`src/rtl/soma_serial_8bits.sv`:
```
// -----------------------------------------------------------------------------
// soma_serial_8bits
//
// Bit-serial 8-bit adder. A single 1-bit full adder and a carry register add
// the two operands one bit per clock, least significant bit first. After the
// operands are accepted, the result is ready eight clocks later. It is then
// held on S/Cout until the next addition completes.
//
// Optional feature: define SOMA_OVERFLOW_EN to add the signed overflow port V.
//
// Ports:
//   clk    in   1  rising-edge clock for all state
//   rst_n  in   1  synchronous active-low reset
//   start  in   1  begin an addition (only looked at while idle)
//   A      in   8  augend, captured when start is accepted
//   B      in   8  addend, captured when start is accepted
//   Cin    in   1  carry-in, captured when start is accepted
//   S      out  8  registered sum
//   Cout   out  1  registered final carry-out
//   busy   out  1  high while an addition is in progress (SHIFT and DONE)
//   done   out  1  one-cycle pulse marking S/Cout (and V) valid
//   V      out  1  signed overflow flag (only with SOMA_OVERFLOW_EN)
// -----------------------------------------------------------------------------
module soma_serial_8bits (
  input  logic       clk,
  input  logic       rst_n,
  input  logic       start,
  input  logic [7:0] A,
  input  logic [7:0] B,
  input  logic       Cin,
  output logic [7:0] S,
  output logic       Cout,
  output logic       busy,
  output logic       done
`ifdef SOMA_OVERFLOW_EN
  ,
  output logic       V
`endif
);

  typedef enum logic [1:0] {
    IDLE  = 2'd0,
    SHIFT = 2'd1,
    DONE  = 2'd2
  } state_t;

  state_t      state;
  state_t      next_state;

  logic [7:0]  a_sh;
  logic [7:0]  b_sh;
  logic [7:0]  res;
  logic [2:0]  cnt;
  logic        carry;
  logic        sum_bit;
  logic        carry_out;

  // The single full adder works on the current LSBs of the captured operands
  // and the running carry.
  assign sum_bit   = a_sh[0] ^ b_sh[0] ^ carry;
  assign carry_out = (a_sh[0] & b_sh[0]) | (carry & (a_sh[0] ^ b_sh[0]));

  // State register. Reset forces IDLE and overrides any start request on the
  // same edge.
  always_ff @(posedge clk) begin
    if (!rst_n) begin
      state <= IDLE;
    end else begin
      state <= next_state;
    end
  end

  // Next-state logic. start only matters in IDLE. DONE always lasts exactly
  // one cycle, so a held start cannot sneak in a new operation while busy.
  always_comb begin
    next_state = state;
    case (state)
      IDLE:    if (start) next_state = SHIFT;
      SHIFT:   if (cnt == 3'd7) next_state = DONE;
      DONE:    next_state = IDLE;
      default: next_state = IDLE;
    endcase
  end

  // Status outputs come straight from the state.
  always_comb begin
    busy = 1'b0;
    done = 1'b0;
    case (state)
      SHIFT:   busy = 1'b1;
      DONE: begin
        busy = 1'b1;
        done = 1'b1;
      end
      default: begin
        busy = 1'b0;
        done = 1'b0;
      end
    endcase
  end

  // Datapath.
  // Operands are copied into private shift registers on the accepting edge,
  // so the result does not depend on A/B/Cin after that edge.
  // Sum bits build up in res, entering from the MSB side.
  // S/Cout (and V) are written only on the last shift edge. This keeps the
  // previous result visible for the whole of the next operation.
  always_ff @(posedge clk) begin
    if (!rst_n) begin
      a_sh  <= 8'h00;
      b_sh  <= 8'h00;
      res   <= 8'h00;
      cnt   <= 3'd0;
      carry <= 1'b0;
      S     <= 8'h00;
      Cout  <= 1'b0;
`ifdef SOMA_OVERFLOW_EN
      V     <= 1'b0;
`endif
    end else begin
      case (state)
        IDLE: begin
          if (start) begin
            a_sh  <= A;
            b_sh  <= B;
            carry <= Cin;
            cnt   <= 3'd0;
          end
        end
        SHIFT: begin
          res   <= {sum_bit, res[7:1]};
          a_sh  <= {1'b0, a_sh[7:1]};
          b_sh  <= {1'b0, b_sh[7:1]};
          carry <= carry_out;
          cnt   <= cnt + 3'd1;
          if (cnt == 3'd7) begin
            S    <= {sum_bit, res[7:1]};
            Cout <= carry_out;
`ifdef SOMA_OVERFLOW_EN
            // Signed overflow is the carry into bit 7 (the running carry on
            // this edge) XOR the carry out of bit 7.
            V    <= carry ^ carry_out;
`endif
          end
        end
        default: begin
        end
      endcase
    end
  end

endmodule

```
`config.mk`:
```
export PLATFORM = sky130hd
export DESIGN_NAME = soma_serial_8bits
export DESIGN_NICKNAME = d
export VERILOG_FILES = /design/src/rtl/soma_serial_8bits.sv
export SDC_FILE = /design/constraint.sdc
export NUM_CORES = 1
export LEC_CHECK = 0
export CAP_MARGIN = 20
export CELL_PAD_IN_SITES_DETAIL_PLACEMENT = 1
export CELL_PAD_IN_SITES_GLOBAL_PLACEMENT = 1
export CORE_MARGIN = 4
export CORE_UTILIZATION = 40
export DETAILED_ROUTE_END_ITERATION = 12
export MAX_ROUTING_LAYER = met4
export PLACE_DENSITY = 0.85
export SLEW_MARGIN = 20
export SYNTH_ARGS = -nofsm -noshare
export SYNTH_HDL_FRONTEND = slang
export SYNTH_SLANG_ARGS = --single-unit
```
`constraint.sdc`:
```
create_clock -name clk -period 1.7 [get_ports clk]
set_input_delay 0.34 -clock clk [delete_from_list [all_inputs] [get_ports clk]]
set_output_delay 0.34 -clock clk [all_outputs]
set_load 0.01 [all_outputs]
```
Fig. 1: run 1, met2 routing
Drawn at 6 px/micron.
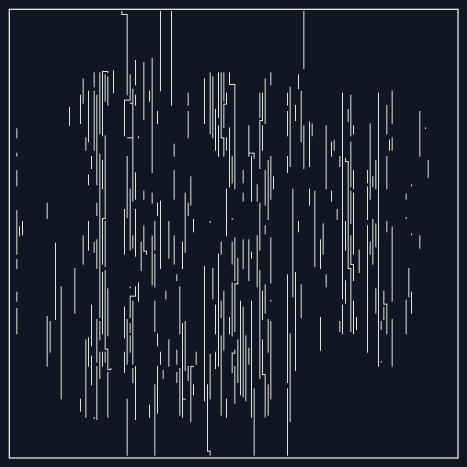
The longest straight run is 45.6 microns. 201 nets have wire on it. The wires run mostly vertical.

Fig. 2: run 1, placed standard cells
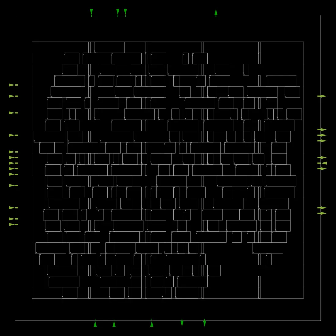
Util after Layout: 0.524
Seq area share: 0.351

==> reports/qor.csv, run 1 <==
stage;metric;value;unit
global_routing;grt_first_pass_wirelength;6.36;mm
setup_path;worstReg2RegStart;state[1];
outcome;status;completed;
detailed_routing;drtIter0Drc;36;
clock_tree;clkTransAtPathRegs;0.07;ns
setup_path;cp.arrival;1.28;ns
worst_hold_path;min_from;S[4];
global_routing;grtUsageMet3;0.0500;
clock_tree;htree_levels;2;
pwr;p_per_area;865;nW/um^2
detailed_routing;viasPerCell;5.29;
setup_path;slowest_stage;dfxtp_1;
pwr;clkPwrFrac;0.304;
final_layout;antenna_cells;0;
placement;dpl_cell_area;2100;sq um
synthesis;top_cell;dfxtp_1;
final_layout;layout.area.comb;902;sq um
global_routing;grt_pass1_vias;1476;
pwr;switching_share;0.254;
setup_path;path_delay_family;buffers and inverters;
timing;fin_crit_sh;0.956;
clock_tree;root_buffer;clkbuf_8;
setup_path;timing.rr.end;b_sh[2];
final_layout;stdcell_count;252;
synthesis;synth.top_cells.by_count;dfxtp_1 (38), mux2i_1 (26), nand2_1 (25);
timing;fmax;615;MHz
final_layout;logic_gates;120;
final_layout;lay_top_count;dfxtp_1;
setup_path;cp.depth;3;
synthesis;syn_avg_cell_area;10.2;sq um
pwr;vdd_drop_max;0.000378;V
detailed_routing;wl_met2;1.81;mm
global_routing;busiest_layer;met2;
final_layout;fill_cells;459;
synthesis;flop_cell;dfxtp_1;
synthesis;synth_nets;199;
job;warning_count;28;
clock_tree;cts.sinks;38;
synthesis;top_cell_area_share;0.430;
timing;worst_slack;0.0750;ns
floorplanning;fp.dieH;74.5;microns
floorplanning;die_w;74.5;microns
worst_hold_path;min-delay-path-class;reg2reg;
setup_path;rr_worst_depth;4;
clock_tree;post-cts-setup-buffer-count;0;
Fig. 3: run 1, routed metal, one color a layer
Drawn at 4 px/micron. Only two layers are drawn.
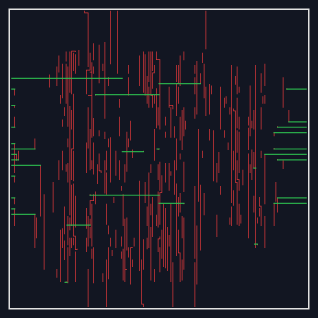
Green shows metal 3, wire length 181 microns. Red shows metal 2, wire length 1810 microns.

## Run 2: what changed since run 1
Settings changed: CORE_UTILIZATION 40 to 42, CTS_BUF_LIST from default to sky130_fd_sc_hd__clkbuf_4 sky130_fd_sc_hd__clkbuf_8, HOLD_SLACK_MARGIN from default to 0.12, PLACE_DENSITY 0.85 to 0.89.
Fig. 4: run 2, placed standard cells
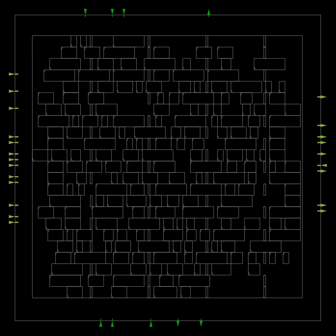
Seq area share: 0.348
Well Taps: 50
Util after Layout: 0.542
# rows: 23

Fig. 5: run 2, routed metal, one color a layer
Drawn at 4 px/micron. Only two layers are drawn.
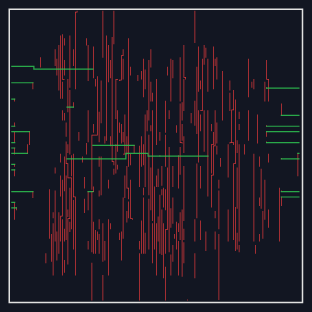
DRT Wirelength: 3.72 mm
vias: 1317
GRT Total Usage: 0.158

==> run 2 against run 1 <==
  * Sequential share of layout area decreased by 0.24 points
  * Clock skew fell by 0.00090 ns
  * Power rose by 1.1%
  * Largest power group unchanged
  * Critical endpoint unchanged
  * Critical path type unchanged
  * Synthesized cell count did not move
==> reports/qor.csv, run 2 <==
stage;metric;value;unit
floorplanning;die_w;72.9;microns
detailed_routing;top_layer;met4;
synthesis;flop_cell;dfxtp_1;
global_routing;grt_pass1_vias;1430;
floorplanning;fp.dieH;72.9;microns
worst_hold_path;min-delay-path-class;reg2reg;
global_routing;grt_first_pass_wirelength;6.34;mm
synthesis;ys_cells;173;
pwr;clkPwrFrac;0.306;
pwr;vdd_drop_max;0.000467;V
setup_path;critPathCaptureType;output pin;
pwr;p_per_area;869;nW/um^2
timing;fin_crit_sh;0.961;
setup_path;cp.arrival;1.29;ns
detailed_routing;viasPerCell;5.23;
setup_path;crit_start;state[0];
synthesis;edf_count;0;
final_layout;nNonClkBuffers;35;
clock_tree;post-cts-setup-buffer-count;0;
synthesis;ys_ff;38;
clock_tree;cts.sinks;38;
clock_tree;clkTransAtPathRegs;0.07;ns
synthesis;top_cell_area_share;0.430;
detailed_routing;drt_first_pass_iters;2;
synthesis;yosys_warnings;0;
synthesis;top_cell;dfxtp_1;
final_layout;fill_cells;461;
pwr;switching_share;0.262;
placement;dpl_cell_area;2110;sq um
final_layout;layout.area.comb;902;sq um
detailed_routing;routedWlPerCell;14.7;microns
timing;rsz0062_at_grt;no;
worst_hold_path;min_from;S[6];
global_routing;busiest_layer;met2;
outcome;status;completed;
final_layout;logic_gates;120;
setup_path;slowest_stage;dfxtp_1;
setup_path;cp.depth;3;
global_routing;grtUsageMet3;0.0372;
global_routing;antenna_found_initial;0;
detailed_routing;drtIter0Drc;67;
clock_tree;htree_levels;2;
final_layout;lay_top_count;dfxtp_1;
global_routing;grt_use_met2;0.279;
setup_path;worstReg2RegStart;state[0];
timing;fmax;612;MHz
synthesis;mux_area_frac;0.155;
final_layout;stdcell_count;252;
job;warning_count;28;
timing;max-slew-margin-rel;0.782;
timing;skew;0.00617;ns
synthesis;synth_nets;199;
synthesis;synth.top_cells.by_count;dfxtp_1 (38), mux2i_1 (26), nand2_1 (25);
synthesis;syn_avg_cell_area;10.2;sq um
timing;worst_slack;0.0658;ns
setup_path;timing.rr.end;a_sh[0];
setup_path;crit_type;reg2out;
setup_path;rr_worst_depth;4;
detailed_routing;wl_met2;1.94;mm
setup_path;path_delay_family;buffers and inverters;
final_layout;antenna_cells;0;
pwr;power_leader;sequential cells;
synthesis;adder_share;0.0466;
Fig. 6: run 2, I/O pins on the die edge
Drawn at 6 px/micron. Pins as bars across the die edge, other pins in gray.
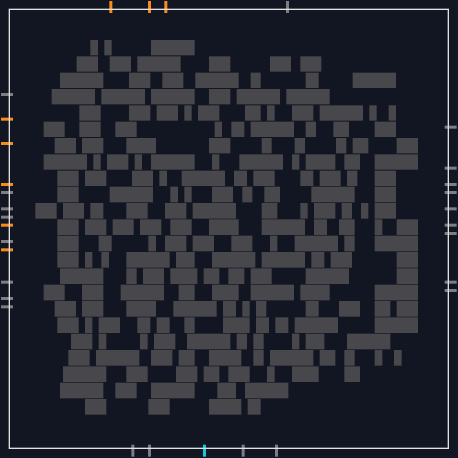
Cyan shows `start`, pins 1, direction input, edge south. Orange shows `B`, pins 8, direction input, edge 5 west, 3 north.

Power and IR drop assume default switching activity.
